File: src/rtl/pc_sequencer.sv
//------------------------------------------------------------------------------
// Module      : pc_sequencer
// Description : Fetch-stage PC sequencer. Steps PC by 4, holds it on a stall
//               and redirects to the EX branch target. Also drives pipeline
//               flushes and two saturating performance counters.
// Revision    : 1.0 - initial release
//------------------------------------------------------------------------------
`default_nettype none

module pc_sequencer #(
  parameter int              ADDR_W   = 8,
  parameter int              IMM_W    = 64,
  parameter logic [ADDR_W-1:0] RESET_PC = '0,
  parameter int              CNT_W    = 16
) (
  input  logic              clk,
  input  logic              rst_n,
  input  logic              stall,
  input  logic              ex_valid,
  input  logic              ex_branch,
  input  logic              ex_zero,
  input  logic [ADDR_W-1:0] ex_pc,
  input  logic [IMM_W-1:0]  ex_imm,
  input  logic              clr_cnt,
  output logic [ADDR_W-1:0] pc_out,
  output logic              fetch_valid,
  output logic              if_id_flush,
  output logic              id_ex_flush,
  output logic              redirect,
  output logic [CNT_W-1:0]  taken_cnt,
  output logic [CNT_W-1:0]  stall_cnt
);

  localparam logic [1:0] S_BOOT  = 2'd0;
  localparam logic [1:0] S_RUN   = 2'd1;
  localparam logic [1:0] S_FLUSH = 2'd2;

  localparam logic [ADDR_W-1:0] c_PC_STEP = ADDR_W'(4);
  localparam logic [CNT_W-1:0]  c_CNT_MAX = '1;

  logic [1:0]        r_state;
  logic [1:0]        w_state_nxt;
  logic [ADDR_W-1:0] r_pc;
  logic [ADDR_W-1:0] w_pc_nxt;
  logic [ADDR_W-1:0] w_target;
  logic              w_taken;
  logic              w_stall_evt;
  logic [CNT_W-1:0]  r_taken_cnt;
  logic [CNT_W-1:0]  r_stall_cnt;

  // Only RUN may redirect: FLUSH holds a squashed bubble in EX.
  assign w_taken     = (r_state == S_RUN) & ex_valid & ex_branch & ex_zero;
  assign w_target    = ex_pc + ex_imm[ADDR_W-1:0];
  assign w_stall_evt = (r_state != S_BOOT) & stall & ~w_taken;

  always_ff @(posedge clk or negedge rst_n) begin
    if (!rst_n) begin
      r_state <= S_BOOT;
    end else begin
      r_state <= w_state_nxt;
    end
  end

  always_comb begin
    w_state_nxt = r_state;
    case (r_state)
      S_BOOT:  w_state_nxt = S_RUN;
      S_RUN:   w_state_nxt = w_taken ? S_FLUSH : S_RUN;
      S_FLUSH: w_state_nxt = S_RUN;
      default: w_state_nxt = S_BOOT;
    endcase
  end

  always_comb begin
    fetch_valid = 1'b0;
    if_id_flush = 1'b0;
    id_ex_flush = 1'b0;
    redirect    = 1'b0;
    w_pc_nxt    = r_pc;
    case (r_state)
      S_RUN: begin
        fetch_valid = ~stall;
        if (w_taken) begin
          if_id_flush = 1'b1;
          id_ex_flush = 1'b1;
          redirect    = 1'b1;
          w_pc_nxt    = w_target;
        end else if (!stall) begin
          w_pc_nxt = r_pc + c_PC_STEP;
        end
      end
      S_FLUSH: begin
        fetch_valid = ~stall;
        if (!stall) begin
          w_pc_nxt = r_pc + c_PC_STEP;
        end
      end
      default: begin
        w_pc_nxt = r_pc;
      end
    endcase
  end

  always_ff @(posedge clk or negedge rst_n) begin
    if (!rst_n) begin
      r_pc <= RESET_PC;
    end else begin
      r_pc <= w_pc_nxt;
    end
  end

  // Clear takes precedence over a same-cycle increment.
  always_ff @(posedge clk or negedge rst_n) begin
    if (!rst_n) begin
      r_taken_cnt <= '0;
      r_stall_cnt <= '0;
    end else if (clr_cnt) begin
      r_taken_cnt <= '0;
      r_stall_cnt <= '0;
    end else begin
      if (w_taken && (r_taken_cnt != c_CNT_MAX)) begin
        r_taken_cnt <= r_taken_cnt + 1'b1;
      end
      if (w_stall_evt && (r_stall_cnt != c_CNT_MAX)) begin
        r_stall_cnt <= r_stall_cnt + 1'b1;
      end
    end
  end

  assign pc_out    = r_pc;
  assign taken_cnt = r_taken_cnt;
  assign stall_cnt = r_stall_cnt;

endmodule

`default_nettype wire

File: config.mk
export PLATFORM = sky130hd
export DESIGN_NAME = pc_sequencer
export DESIGN_NICKNAME = d
export VERILOG_FILES = /design/src/rtl/pc_sequencer.sv
export SDC_FILE = /design/constraint.sdc
export NUM_CORES = 1
export LEC_CHECK = 0
export CORE_MARGIN = 5
export CORE_UTILIZATION = 39
export CTS_BUF_LIST = sky130_fd_sc_hd__clkbuf_8
export DETAILED_ROUTE_END_ITERATION = 8
export PLACE_DENSITY = 0.83
export SETUP_SLACK_MARGIN = 0.1
export SYNTH_ARGS = -nofsm -noshare
export SYNTH_HDL_FRONTEND = slang
export SYNTH_SLANG_ARGS = --single-unit
File: constraint.sdc
create_clock -name clk -period 1.9 [get_ports clk]
set_clock_uncertainty 0.05 [all_clocks]
set_input_delay 0.475 -clock clk [delete_from_list [all_inputs] [get_ports clk]]
set_output_delay 0.475 -clock clk [all_outputs]
set_load 0.005 [all_outputs]
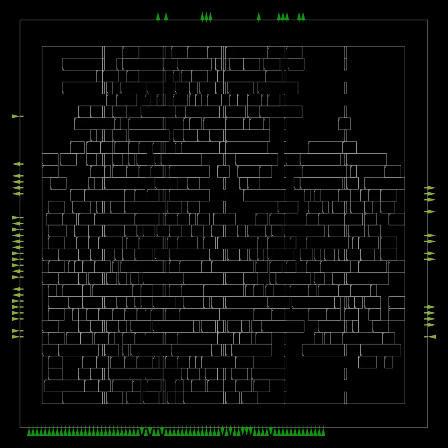
*Placed standard cells*
fin cells: 489
# rows: 30
Core Util, Final: 64.9%

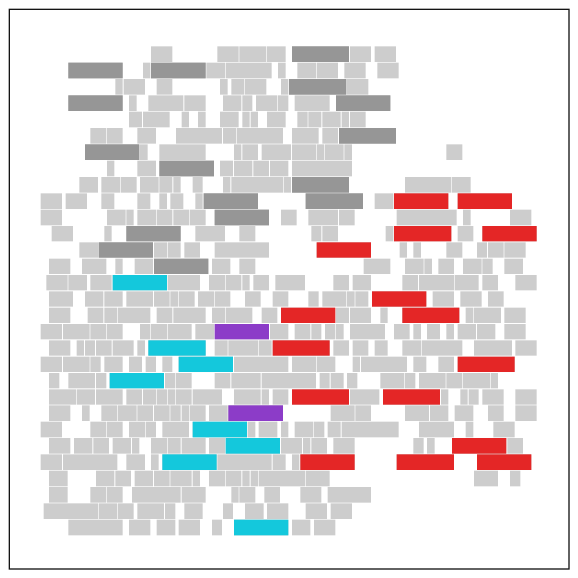
*Register map, names as in the netlist*
Drawn at 6 px/um. Other sequential cells in the stronger grey, the rest of the logic in the fainter grey.
r_state: in purple, placed flops 2. pc_out: in cyan, placed flops 8. stall_cnt: in red, placed flops 16.
Another 16 sequential cells are not coloured.

[final timing paths]
check                           start  slack (ns)            end
setup reg to reg           r_state[0]       -0.07  taken_cnt[13]
hold reg to reg             pc_out[0]        0.45      pc_out[0]
max in group asynchronous       rst_n        1.17   taken_cnt[8]
hold / removal                  rst_n        0.22      pc_out[7]
setup / recovery           r_state[0]       -0.08       redirect
min in group clk            pc_out[0]        0.45      pc_out[0]
[registers in the layout (all words and copies together) (netlist names)]
| signal | count |
|---|---|
| pc_out | 8 |
| r_state | 2 |
| stall_cnt | 16 |
| taken_cnt | 16 |
[what timing repair did]
action                                  in CTS  in global routing
endpoints found under the setup margin      47                 63
pin swaps                                   20                 43
resized                                     69                 47
cloned                                       0                  1
buffers inserted                            11                 30
[stage by stage]
stage	util (%)	total power, uW
final	64.9	2960
after global placement	53.6	2020
after detailed placement	53.6	2060
after floorplan	-	1560
after global routing	64.9	3140
after CTS	58.4	2810
[where the power goes]
part	internal (uW)	leakage [uW]	switching [uW]
Combinational	726	0.00120	525
Sequential	1010	0.000540	105
Clock	288	0.0000524	312
Total	2020	0.00180	942
[logic make-up (layout without fill, tap and decap cells)]
family / Yosys count / in the layout / synth area share (%)
AOI/OAI and AO/OA: 53 / 53 / 13.4
buffers and inverters: 20 / 152 / 3.49
DFF: 42 / 42 / 39.1
adders and majority gates: 15 / 15 / 7.26
xor gates and xnor gates: 29 / 29 / 9.44
muxes: 2 / 2 / 0.744
and+or+nand+nor: 116 / 116 / 26.6
[layout make-up]
cell class	count	area, sq um
fillers	519	2370
multi-input cells	215	1870
repair buffers	135	1220
flip-flops and latches	42	1070
well taps	80	100
clock buffers	6	82.6
inverters	9	38.8
clock inverters	2	8.76
==> results_dict.tcl <==
# metrics dict for downstream scripts
set metrics [dict create \
    status "finished, violations left" \
    violations "setup timing" \
    period_minus_slack_ns 1.98 \
    critical-path-top-delay-family "buffers and inverters" \
    maxUsedRoutingLayer "met4" \
    ff_type "dfrtp_1" \
    io_pins 123 \
    wl_per_cell_um 15.6 \
    crit_chain "buf_6, ha_4, nand4_4, inv_4, buf_6, buf_4, buf_6" \
    wl_met3_um 360 \
    hpwlAfterDp_mm 5.00 \
    common_cells "dfrtp_1, nor2_1, nand2_1, xnor2_1, ha_1" \
    ff2ff_path_depth 11 \
    finalHoldViolCount 0 \
    final_cell_area_sq_um 4380 \
    drt_first_pass_iters 4 \
    gp_congestion 0.790 \
    cts_root_buf "clkbuf_8" \
    place_ws_ns -0.473 \
    async_reset_ff_share_pct 100 \
    drt_iter0_drc 104 \
    io_buffer_count 66 \
    synth-seq-cells 42 \
    layout.nets 502 \
    vdd_drop_max_mv 0.497 \
    htree_levels 2 \
    design.die.area_sq_um 8660 \
    clock-sinks 42 \
    grt_pass1_wl_mm 12.0 \
    clk_path_buf_depth 2 \
    fp_util_pct 39.8 \
    clock_latency_ns 0.29 \
    floorplan.nets 371 \
    wl_met2_mm 4.13 \
    top_area_share_pct 39.1 \
    holdBufCountCts 0 \
    antennaDiodeCount 0 \
    arrival_ns 1.45 \
    die_w_um 93.1 \
    ys_cells 277 \
    place_area_sq_um 3620 \
    setup-violations-final 9 \
    maxCapViolations 0 \
    dieHeight_um 93.1 \
    syn_inst 277 \
    max_freq_mhz 505 \
    yosysTopAreaCell "dfrtp_1" \
    grtUsageMet3_pct 4.02 \
    period_used_pct 104 \
    yosys_warnings 0 \
    power.density_nw_per_um2 676 \
    cp_common_cell "buf_6" \
    clkTransAtPathRegs_ns 0.08 \
    layout-drive-gt1-share_pct 36.7 \
    slew_viol_final 0 \
    vias 2642 \
    topCellsByArea "dfrtp_1, ha_1, xnor2_1, nor2_1, xor2_1" \
    ys_types 55 \
    edf_count 0 \
    cp_num_cells 7 \
    critPathBufInv 5 \
    placedCellCount 439 \
    syn_to_final_growth_pct 63.0 \
    busiest_layer "met2" \
    grt_util_met1_pct 19.6 \
    worst_slack_ns -0.0796 \
    crit_type "reg -> out" \
    end_kind "output pin" \
    grt_pass1_vias 2653 \
    whs_ns 0.215 \
    worstMarginPinSlew_ns 0.565 \
    antenna_found_initial 0 \
]
No activity file was given, so power comes from the tool's default toggle rates.
